===== src/rtl/mt9v034_multi_sync_decoder.sv =====
// mt9v034_multi_sync_decoder
// N-channel embedded-sync decoder for MT9V034 imagers. Each lane is searched
// for the FF/00/00/<code> sync sequence. Recognised sequences are blanked out of
// the video stream, and each lane gets its own active/hblank/vblank timing.
// Line and frame lengths are checked, and a flag reports whether all lanes
// started their last line on the same beat.
// Optional build macro: MT9V034_SYNC_ERR_CNT_EN adds clr_err_cnt and
// sync_err_cnt (per-lane 16-bit saturating sync error counters).
module mt9v034_multi_sync_decoder #(
  parameter int NUM_CHANNELS    = 2,
  parameter int VIDEO_BIT_WIDTH = 8,
  parameter int H_ACTIVE        = 752,
  parameter int V_ACTIVE        = 480
) (
  input  logic                                    pxclk,
  input  logic                                    aresetn,
  input  logic                                    in_valid,
  input  logic [NUM_CHANNELS*VIDEO_BIT_WIDTH-1:0] in_data,
  output logic                                    out_valid,
  output logic [NUM_CHANNELS*VIDEO_BIT_WIDTH-1:0] vid_data,
  output logic [NUM_CHANNELS-1:0]                 vid_active_video,
  output logic [NUM_CHANNELS-1:0]                 vid_hblank,
  output logic [NUM_CHANNELS-1:0]                 vid_vblank,
  output logic [NUM_CHANNELS-1:0]                 line_err,
  output logic [NUM_CHANNELS-1:0]                 frame_err,
  output logic                                    channels_aligned
`ifdef MT9V034_SYNC_ERR_CNT_EN
  ,
  input  logic                                    clr_err_cnt,
  output logic [NUM_CHANNELS*16-1:0]              sync_err_cnt
`endif
);

  localparam int W = VIDEO_BIT_WIDTH;

  // Preamble tracker states
  localparam logic [1:0] P0 = 2'd0;
  localparam logic [1:0] P1 = 2'd1;
  localparam logic [1:0] P2 = 2'd2;
  localparam logic [1:0] P3 = 2'd3;

  // Video timing states
  localparam logic [1:0] ST_VBLANK = 2'd0;
  localparam logic [1:0] ST_HBLANK = 2'd1;
  localparam logic [1:0] ST_LINE   = 2'd2;

  // Code words sit in the upper 8 bits; extra low bits must be zero
  localparam logic [W-1:0] ONES_W = {W{1'b1}};
  localparam logic [W-1:0] ZERO_W = {W{1'b0}};
  localparam logic [W-1:0] SOF_W  = W'(8'hAB) << (W - 8);
  localparam logic [W-1:0] SOL_W  = W'(8'h80) << (W - 8);
  localparam logic [W-1:0] EOL_W  = W'(8'h9D) << (W - 8);
  localparam logic [W-1:0] EOF_W  = W'(8'hB6) << (W - 8);

  localparam logic [15:0] H_ACTIVE_C = 16'(H_ACTIVE);
  localparam logic [15:0] V_ACTIVE_C = 16'(V_ACTIVE);
  localparam logic [15:0] CNT_MAX    = 16'hFFFF;

  // Per-lane "line start" decode (SOL or SOF), feeds the alignment flag
  logic [NUM_CHANNELS-1:0] line_start_s;

  genvar c;
  for (c = 0; c < NUM_CHANNELS; c++) begin : g_ch
    logic [W-1:0]      word_s;
    logic [1:0]        pre_st_r;
    logic [1:0]        pre_nxt_s;
    logic [1:0]        tim_st_r;
    logic [1:0]        tim_nxt_s;
    logic [3:0][W-1:0] dly_r;
    logic [3:0]        mask_r;
    logic [3:0]        eol_tag_r;
    logic [3:0]        eof_tag_r;
    logic [15:0]       pix_cnt_r;
    logic [15:0]       line_cnt_r;
    logic [W-1:0]      data_out_r;
    logic              active_r;
    logic              hblank_r;
    logic              vblank_r;
    logic              line_err_r;
    logic              frame_err_r;
    logic              at_code_s;
    logic              is_sof_s;
    logic              is_sol_s;
    logic              is_eol_s;
    logic              is_eof_s;
    logic              code_ok_s;
    logic              code_bad_s;
    logic              sol_take_s;
    logic              eol_take_s;
    logic              eof_take_s;
    logic              emit_active_s;
    logic              le_next_s;
    logic              fe_next_s;

    assign word_s = in_data[c*W +: W];

    // Code decode happens only on an accepted beat in P3
    assign at_code_s  = in_valid && (pre_st_r == P3);
    assign is_sof_s   = at_code_s && (word_s == SOF_W);
    assign is_sol_s   = at_code_s && (word_s == SOL_W);
    assign is_eol_s   = at_code_s && (word_s == EOL_W);
    assign is_eof_s   = at_code_s && (word_s == EOF_W);
    assign code_ok_s  = is_sof_s | is_sol_s | is_eol_s | is_eof_s;
    assign code_bad_s = at_code_s && !code_ok_s;

    assign line_start_s[c] = is_sof_s | is_sol_s;

    // The word leaving the delay line uses the timing state in force now;
    // any sync sequence still inside the line is masked, so this is exact
    assign emit_active_s = in_valid && !mask_r[3] && (tim_st_r == ST_LINE);
    assign le_next_s     = in_valid && eol_tag_r[3] && (pix_cnt_r != H_ACTIVE_C);
    assign fe_next_s     = in_valid && eof_tag_r[3] && (line_cnt_r != V_ACTIVE_C);

    // Preamble tracker next state: FF, 00, 00, then the code word
    always_comb begin
      pre_nxt_s = P0;
      case (pre_st_r)
        P0: begin
          if (word_s == ONES_W) pre_nxt_s = P1;
          else                  pre_nxt_s = P0;
        end
        P1: begin
          if (word_s == ZERO_W)      pre_nxt_s = P2;
          else if (word_s == ONES_W) pre_nxt_s = P1;
          else                       pre_nxt_s = P0;
        end
        P2: begin
          if (word_s == ZERO_W)      pre_nxt_s = P3;
          else if (word_s == ONES_W) pre_nxt_s = P1;
          else                       pre_nxt_s = P0;
        end
        P3:      pre_nxt_s = P0;
        default: pre_nxt_s = P0;
      endcase
    end

    // Timing next state; SOF restarts the frame from any state
    always_comb begin
      tim_nxt_s  = tim_st_r;
      sol_take_s = 1'b0;
      eol_take_s = 1'b0;
      eof_take_s = 1'b0;
      if (is_sof_s) begin
        tim_nxt_s = ST_LINE;
      end else begin
        case (tim_st_r)
          ST_LINE: begin
            if (is_eol_s) begin
              tim_nxt_s  = ST_HBLANK;
              eol_take_s = 1'b1;
            end else begin
              tim_nxt_s = ST_LINE;
            end
          end
          ST_HBLANK: begin
            if (is_sol_s) begin
              tim_nxt_s  = ST_LINE;
              sol_take_s = 1'b1;
            end else if (is_eof_s) begin
              tim_nxt_s  = ST_VBLANK;
              eof_take_s = 1'b1;
            end else begin
              tim_nxt_s = ST_HBLANK;
            end
          end
          ST_VBLANK: tim_nxt_s = ST_VBLANK;
          default:   tim_nxt_s = ST_VBLANK;
        endcase
      end
    end

    // Lane state, delay line, counters and registered video outputs
    always_ff @(posedge pxclk or negedge aresetn) begin
      if (!aresetn) begin
        pre_st_r    <= P0;
        tim_st_r    <= ST_VBLANK;
        dly_r       <= '0;
        mask_r      <= 4'b0000;
        eol_tag_r   <= 4'b0000;
        eof_tag_r   <= 4'b0000;
        pix_cnt_r   <= 16'h0000;
        line_cnt_r  <= 16'h0000;
        data_out_r  <= ZERO_W;
        active_r    <= 1'b0;
        hblank_r    <= 1'b1;
        vblank_r    <= 1'b1;
        line_err_r  <= 1'b0;
        frame_err_r <= 1'b0;
      end else if (in_valid) begin
        pre_st_r  <= pre_nxt_s;
        tim_st_r  <= tim_nxt_s;
        dly_r     <= {dly_r[2:0], word_s};
        // A decoded code masks itself and the three preamble words behind it
        mask_r    <= {mask_r[2:0] | {3{code_ok_s}}, code_ok_s};
        eol_tag_r <= {eol_tag_r[2:0], eol_take_s};
        eof_tag_r <= {eof_tag_r[2:0], eof_take_s};

        data_out_r  <= mask_r[3] ? ZERO_W : dly_r[3];
        active_r    <= emit_active_s;
        hblank_r    <= mask_r[3] || (tim_st_r != ST_LINE);
        vblank_r    <= (tim_st_r == ST_VBLANK);
        line_err_r  <= le_next_s;
        frame_err_r <= fe_next_s;

        if (is_sof_s || sol_take_s)
          pix_cnt_r <= 16'h0000;
        else if (emit_active_s && (pix_cnt_r != CNT_MAX))
          pix_cnt_r <= pix_cnt_r + 16'd1;

        if (is_sof_s)
          line_cnt_r <= 16'h0000;
        else if (eol_take_s && (line_cnt_r != CNT_MAX))
          line_cnt_r <= line_cnt_r + 16'd1;
      end else begin
        // Idle beat: video holds, error pulses end
        line_err_r  <= 1'b0;
        frame_err_r <= 1'b0;
      end
    end

    assign vid_data[c*W +: W]  = data_out_r;
    assign vid_active_video[c] = active_r;
    assign vid_hblank[c]       = hblank_r;
    assign vid_vblank[c]       = vblank_r;
    assign line_err[c]         = line_err_r;
    assign frame_err[c]        = frame_err_r;

`ifdef MT9V034_SYNC_ERR_CNT_EN
    logic [15:0] err_cnt_r;

    // Saturating sync error counter; a clear beats a same-cycle increment
    always_ff @(posedge pxclk or negedge aresetn) begin
      if (!aresetn) begin
        err_cnt_r <= 16'h0000;
      end else if (clr_err_cnt) begin
        err_cnt_r <= 16'h0000;
      end else if ((le_next_s || fe_next_s || code_bad_s) && (err_cnt_r != CNT_MAX)) begin
        err_cnt_r <= err_cnt_r + 16'd1;
      end
    end

    assign sync_err_cnt[c*16 +: 16] = err_cnt_r;
`endif
  end

  // Output beat strobe follows the accepted input beat
  always_ff @(posedge pxclk or negedge aresetn) begin
    if (!aresetn) out_valid <= 1'b0;
    else          out_valid <= in_valid;
  end

  // Lanes are aligned while their latest line starts landed on one beat
  always_ff @(posedge pxclk or negedge aresetn) begin
    if (!aresetn)               channels_aligned <= 1'b0;
    else if (&line_start_s)     channels_aligned <= 1'b1;
    else if (|line_start_s)     channels_aligned <= 1'b0;
  end

endmodule


===== config.mk =====
export PLATFORM = sky130hd
export DESIGN_NAME = mt9v034_multi_sync_decoder
export DESIGN_NICKNAME = d
export VERILOG_FILES = /design/src/rtl/mt9v034_multi_sync_decoder.sv
export SDC_FILE = /design/constraint.sdc
export NUM_CORES = 1
export LEC_CHECK = 0
export CAP_MARGIN = 20
export CORE_UTILIZATION = 50
export CTS_CLUSTER_SIZE = 12
export DETAILED_ROUTE_END_ITERATION = 7
export PLACE_DENSITY = 0.69
export SLEW_MARGIN = 10
export SYNTH_ARGS = -nofsm -noshare
export SYNTH_HDL_FRONTEND = slang
export SYNTH_SLANG_ARGS = --single-unit

===== constraint.sdc =====
create_clock -name pxclk -period 1.9 [get_ports pxclk]
set_input_delay 0.57 -clock pxclk [delete_from_list [all_inputs] [get_ports pxclk]]
set_output_delay 0.57 -clock pxclk [all_outputs]
set_load 0.02 [all_outputs]

**Run 1: pin map**

Drawn at 3 px/um. Pins as bars across the die edge, other pins in grey.
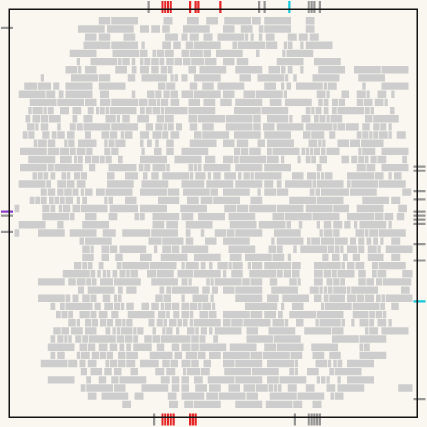
Key: purple = `channels_aligned` [pins 1, direction output, edge left]; red = `in_data` [pins 16, direction input, edge 8 bottom, 8 top]; cyan = `vid_active_video` [pins 2, direction output, edge 1 right, 1 top]
All pins by edge: 16 top, 15 bottom, 12 right, 4 left.
Port Buffers: 46
Die Height: 136 um
Die W: 136 um

**Run 1: clock routing**

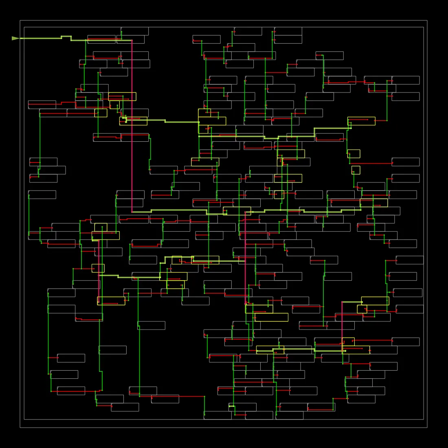
Flops: 188
clock buffer count in the final layout: 17

==> flow_metrics.tcl, run 1 <==
# metrics dict for downstream scripts
set metrics [dict create \
    outcome "finished clean" \
    crit_cells 9 \
    num-nonclk-inverters 45 \
    chip_area_um2 18400 \
    power_density_nw_per_um2 797 \
    dp_hpwl_um 13800 \
    ys_sh_mux 0.111 \
    critPathMaxFanout 5 \
    routedWlPerCell_um 16.4 \
    track_usage 0.233 \
    utilization 0.651 \
    ios 47 \
    postCtsResizedCells 59 \
    yosys.area_share.adder 0.0197 \
    final_cell_mix "184 x dfrtp_1, 121 x buf_4, 79 x mux2_2, 73 x nand2_1, 45 x nor2_1" \
    cts_setup_buffers 5 \
    powerSeq_mw 4.51 \
    dominant-cell-class "registers" \
    drive_above_1_share 0.308 \
    grt_max_degree 49 \
    tightest_slew_ns 0.426 \
    cp-endpoint "g_ch[1].line_cnt_r[9]$_DFFE_PN0P_" \
    grt.met1_usage 0.300 \
    maxCapViolations 0 \
    dr_wl_met3_um 803 \
    dp_slack_ns -0.717 \
    final_hold_viol_count 0 \
    place_area_um2 10400 \
    ys_chip_area_um2 8910 \
    swShare 0.262 \
    post_drt_via_cell_ratio 5.73 \
    cp-startpoint "in_data[14]" \
    synthCells 827 \
    synth-async-reset-ratio 1.00 \
    wl_met2_um 10100 \
    p_clk_frac 0.401 \
    crit_required_ns 2.22 \
    cts_tree "done" \
    coreArea_um2 17400 \
    fin_crit_sh 0.979 \
    ys_ff 188 \
    tapCellCount 225 \
    n_fill_cell 1340 \
    holdWs_ns 0.0532 \
    path_common_cell "buf_4" \
    grt_overflow 0 \
    ys_seq_share 0.528 \
    largestRegisters "g_ch.dly_r: 64 flops, g_ch.line_cnt_r: 32 flops, g_ch.pix_cnt_r: 32 flops" \
    edf_count 0 \
    syn_nets 860 \
    hold_buffers 0 \
    top_register "g_ch.dly_r" \
    wl_met1_um 8810 \
    fp_util 0.514 \
    synthTopCellsByCount "184 x dfrtp_1, 79 x mux2_2, 75 x nand2_1" \
    warnings 35 \
    post_synth_num_cell_types 58 \
    grt-busiest-layer "met2" \
    grt_pass1_vias 6946 \
    period_needed_ns 1.86 \
    synthTopCellsByArea "dfrtp_1 52%, mux2_2 10%, nand2_1 3.2%" \
    yosysTopAreaCellShare 0.517 \
    lay_top_count "dfrtp_1" \
    clk_latency_ns 0.44 \
    ant_nets 0 \
    aoi_share 0.0769 \
    comb_share 0.366 \
    path_buffers 4 \
    nets 1012 \
    top_area_cell "dfrtp_1" \
    cts_buffer_depth 2 \
    syn_area_um2 8910 \
]
**Run 1: M3 wires**

Drawn at 3 px/um.
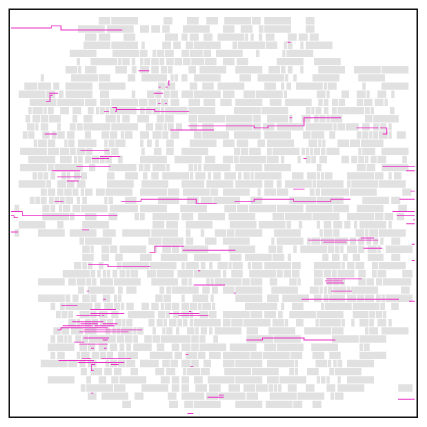
The wires run mostly horizontal. The longest straight run is 32.2 um. The layer holds 4.0% of the routed length. 76 nets have wire on it.
WL final: 20,000 um
met3 GRT Util: 0.0468
vias: 6,969

**Run 1: M4 wires**

Drawn at 3 px/um. Supply wires on this layer in grey.
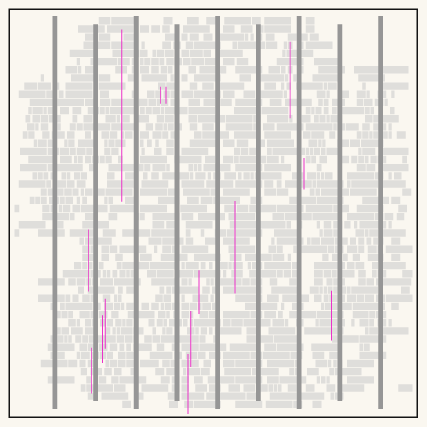
The layer carries 270 um of wire. 12 nets have wire on it. The wires run mostly vertical. The layer holds 1.4% of the routed length. The longest straight run is 57.1 um.

==> inputs of run 2 (changes only) <==
- CORE_ASPECT_RATIO: not set -> 0.6
- CORE_UTILIZATION: 50 -> 45
- PLACE_DENSITY: 0.69 -> 0.63
**Run 2: pin map**

Drawn at 3 px/um. Pins as bars across the die edge, other pins in grey.
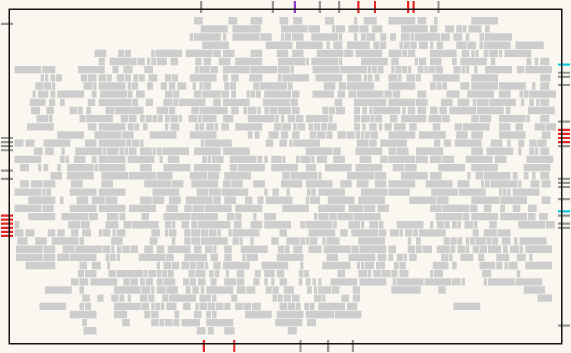
Key: purple = `channels_aligned` [pins 1, direction output, edge top]; red = `in_data` [pins 16, direction input, edge 6 left, 4 top, 4 right, 2 bottom]; cyan = `vid_active_video` [pins 2, direction output, edge right]
All pins by edge: 19 right, 13 left, 10 top, 5 bottom.
Die W: 184 um
Die Height: 111 um

**Run 2: M3 wires**

Drawn at 3 px/um.
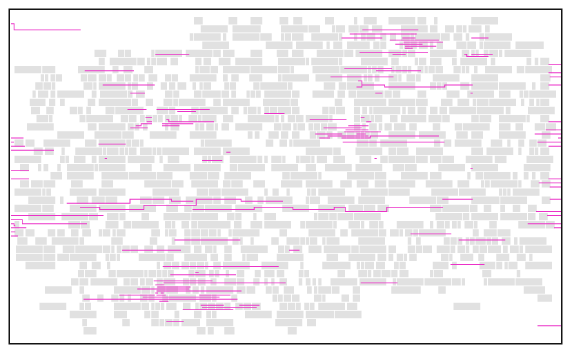
The wires run mostly horizontal. 101 nets have wire on it. The longest straight run is 51.1 um. The layer holds 6.7% of the routed length. The layer carries 1,420 um of wire.
met3 GRT Util: 0.0483
WL final: 21,300 um
vias: 6,829

==> flow_metrics.tcl, run 2 <==
# metrics dict for downstream scripts
set metrics [dict create \
    wl_met2_um 8360 \
    drive_above_1_share 0.321 \
    setup_ws_ns -0.00530 \
    final_hold_viol_count 0 \
    p_clk_frac 0.409 \
    tightest_slew_ns 0.687 \
    holdWs_ns 0.0779 \
    fp_util 0.464 \
    critPathMaxFanout 6 \
    yosysTopAreaCellShare 0.517 \
    grt_max_degree 65 \
    power_density_nw_per_um2 789 \
    violations "negative setup slack" \
    pg_comb_mw 0.895 \
    tapCellCount 266 \
    yosys.area_share.adder 0.0197 \
    ys_chip_area_um2 8910 \
    cts_buffer_depth 2 \
    ios 47 \
    hold_buffers 0 \
    syn2layout_area_growth_pct 29.9 \
    setup_viol 2 \
    grt.met1_usage 0.365 \
    coreArea_um2 19200 \
    top_register "g_ch.dly_r" \
    start_kind "flop" \
    place_area_um2 10600 \
    outcome "finished with violations" \
    grt-busiest-layer "met1" \
    path_buffers 2 \
    port_buffers 46 \
    synthTopCellsByArea "dfrtp_1 52%, mux2_2 10%, nand2_1 3.2%" \
    synthCells 827 \
    period_needed_ns 1.91 \
    aoi_share 0.0769 \
    nFlopsAndLatches 188 \
    final_cell_mix "183 x dfrtp_1, 137 x buf_4, 79 x mux2_2, 72 x nand2_1" \
    maxCapViolations 0 \
    powerSeq_mw 4.50 \
    ant_nets 0 \
    ys_ff 188 \
    ys_sh_mux 0.111 \
    dp_hpwl_um 14100 \
    comb_share 0.357 \
    post_drt_via_cell_ratio 5.34 \
    row_count 39 \
    p_leak_nw 5.03 \
    num-nonclk-inverters 45 \
    synthTopCellsByCount "184 x dfrtp_1, 79 x mux2_2, 75 x nand2_1" \
    crit_required_ns 2.21 \
    clk_latency_ns 0.43 \
    antenna_found_initial 1 \
    warnings 37 \
    postCtsResizedCells 70 \
    cts_setup_buffers 10 \
    top_area_cell "dfrtp_1" \
    n_fill_cell 1612 \
    cts_root_buf "clkbuf_16" \
    swShare 0.240 \
    cp-startpoint "g_ch[0].pre_st_r[0]$_DFFE_PN0P_" \
    nClkBuffers 22 \
    grt_use_met2 0.278 \
    utilization 0.602 \
    fin_crit_sh 1.00 \
    ys_seq_share 0.528 \
    chip_area_um2 20400 \
    synth-async-reset-ratio 1.00 \
    clockNetworkAreaShare 0.0527 \
    intPower_mw 6.94 \
    cp-endpoint "g_ch[0].line_cnt_r[8]$_DFFE_PN0P_" \
    grt_overflow 0 \
    logic_gate_count 554 \
    edf_count 0 \
    syn_nets 860 \
    dp_slack_ns -0.770 \
    dominant-cell-class "registers" \
    cts_made_buffers 17 \
    cts_tree "done" \
    grt_pass1_vias 6525 \
    critPathMaxStageDelay_ns 0.44 \
    post_synth_num_cell_types 58 \
    track_usage 0.219 \
    largestRegisters "g_ch.dly_r: 64 flops, g_ch.line_cnt_r: 32 flops, g_ch.pix_cnt_r: 32 flops" \
    most_common_cell "dfrtp_1" \
    crit_cells 7 \
    lay_top_count "dfrtp_1" \
    syn_area_um2 8910 \
    dr_wl_met3_um 1420 \
    routedWlPerCell_um 16.6 \
    wl_met1_um 11300 \
]
**Run 2: close-up of the layout**

Window x 113 to 163, y 58 to 108 um. Cells in grey, sequential cells in the stronger grey; small squares are vias.
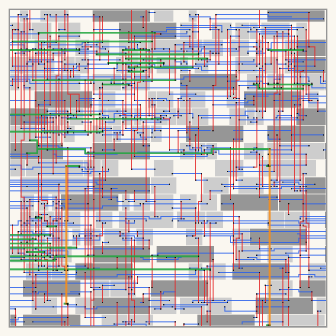
Key: orange = M4; red = M2; blue = M1; green = M3
Most frequent: dfrtp_1 (29), buf_4 (23), mux2_2 (17). Sequential cells in the window: 29. Netlist names of flops here include `g_ch.dly_r` (14), `g_ch.pix_cnt_r` (12), `g_ch.pre_st_r` (2). 172 logic cells have their middle in the window.

==> inputs of run 3 (changes only) <==
- CAP_MARGIN: 20 -> 15
- SKIP_LAST_GASP: not set -> 1
**Run 3: close-up of the layout**

Window x 113 to 163, y 58 to 108 um. Cells in grey, sequential cells in the stronger grey; small squares are vias.
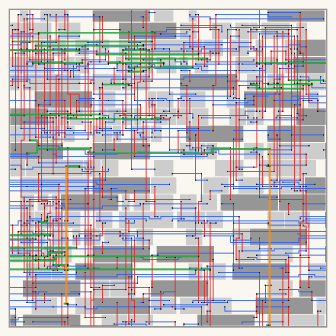
Key: orange = M4; green = M3; blue = M1; red = M2
Netlist names of flops here include `g_ch.dly_r` (14), `g_ch.pix_cnt_r` (12), `g_ch.pre_st_r` (2). 172 logic cells have their middle in the window. Sequential cells in the window: 29. Most frequent: dfrtp_1 (29), buf_4 (23), mux2_2 (17).

**Run 3: M3 wires**

Drawn at 3 px/um.
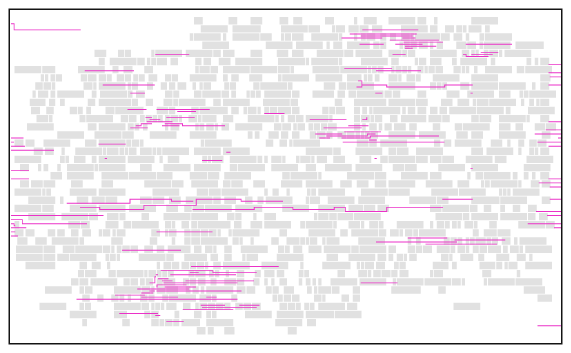
The longest straight run is 53.4 um. The layer carries 1,480 um of wire.
WL final: 21,200 um
vias: 6,851

**Run 3: pin map**

Drawn at 3 px/um. Pins as bars across the die edge, other pins in grey.
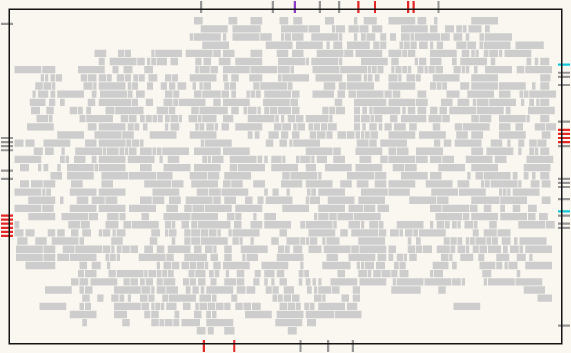
Key: red = `in_data` [pins 16, direction input, edge 6 left, 4 top, 4 right, 2 bottom]; cyan = `vid_active_video` [pins 2, direction output, edge right]; purple = `channels_aligned` [pins 1, direction output, edge top]

==> flow_metrics.tcl, run 3 <==
# metrics dict for downstream scripts
set metrics [dict create \
    synthCells 827 \
    final_cell_mix "183 x dfrtp_1, 137 x buf_4, 79 x mux2_2, 72 x nand2_1" \
    logic_gate_count 554 \
    nClkBuffers 22 \
    grt_use_met2 0.278 \
    tightest_slew_ns 0.685 \
    antenna_found_initial 1 \
    synthTopCellsByArea "dfrtp_1 52%, mux2_2 10%, nand2_1 3.2%" \
    die_w_um 184 \
    utilization 0.602 \
    nFlopsAndLatches 188 \
    cts_buffer_depth 2 \
    cts_setup_buffers 10 \
    wl_met1_um 11300 \
    period_needed_ns 1.90 \
    powerSeq_mw 4.50 \
    p_clk_frac 0.408 \
    crit_cells 7 \
    post_synth_num_cell_types 58 \
    chip_area_um2 20400 \
    dp_slack_ns -0.770 \
    track_usage 0.219 \
    fin_crit_sh 1.00 \
    cts_tree "done" \
    grt_overflow 0 \
    p_leak_nw 5.03 \
    wl_met2_um 8260 \
    outcome "finished with violations" \
    holdWs_ns 0.0784 \
    grt.met1_usage 0.365 \
    largestRegisters "g_ch.dly_r: 64 flops, g_ch.line_cnt_r: 32 flops, g_ch.pix_cnt_r: 32 flops" \
    grt_pass1_vias 6524 \
    cp-startpoint "g_ch[0].pre_st_r[0]$_DFFE_PN0P_" \
    power_density_nw_per_um2 789 \
    ys_ff 188 \
    pg_comb_mw 0.895 \
    top_register "g_ch.dly_r" \
    top_area_cell "dfrtp_1" \
    ios 47 \
    most_common_cell "dfrtp_1" \
    port_buffers 46 \
    intPower_mw 6.94 \
    n_fill_cell 1613 \
    coreArea_um2 19200 \
    dominant-cell-class "registers" \
    edf_count 0 \
    grt_max_degree 65 \
    crit_required_ns 2.21 \
    setup_ws_ns -0.00272 \
    warnings 37 \
    syn2layout_area_growth_pct 29.8 \
    hold_buffers 0 \
    clk_latency_ns 0.43 \
    gp_congestion 0.882 \
    row_count 39 \
    start_kind "flop" \
    swShare 0.240 \
    path_buffers 2 \
    aoi_share 0.0769 \
    post_drt_via_cell_ratio 5.36 \
    cts_made_buffers 17 \
    critPathMaxStageDelay_ns 0.44 \
    critPathMaxFanout 6 \
    yosysTopAreaCellShare 0.517 \
    place_area_um2 10600 \
    num-nonclk-inverters 45 \
    ant_nets 0 \
    met3_usage 0.0483 \
    dr_wl_met3_um 1480 \
    synth-async-reset-ratio 1.00 \
    lay_top_count "dfrtp_1" \
    final_hold_viol_count 0 \
    setup_viol 1 \
    dp_hpwl_um 14100 \
    yosys.area_share.adder 0.0197 \
    comb_share 0.357 \
    ys_seq_share 0.528 \
    fp_util 0.464 \
    violations "negative setup slack" \
    clockNetworkAreaShare 0.0528 \
]
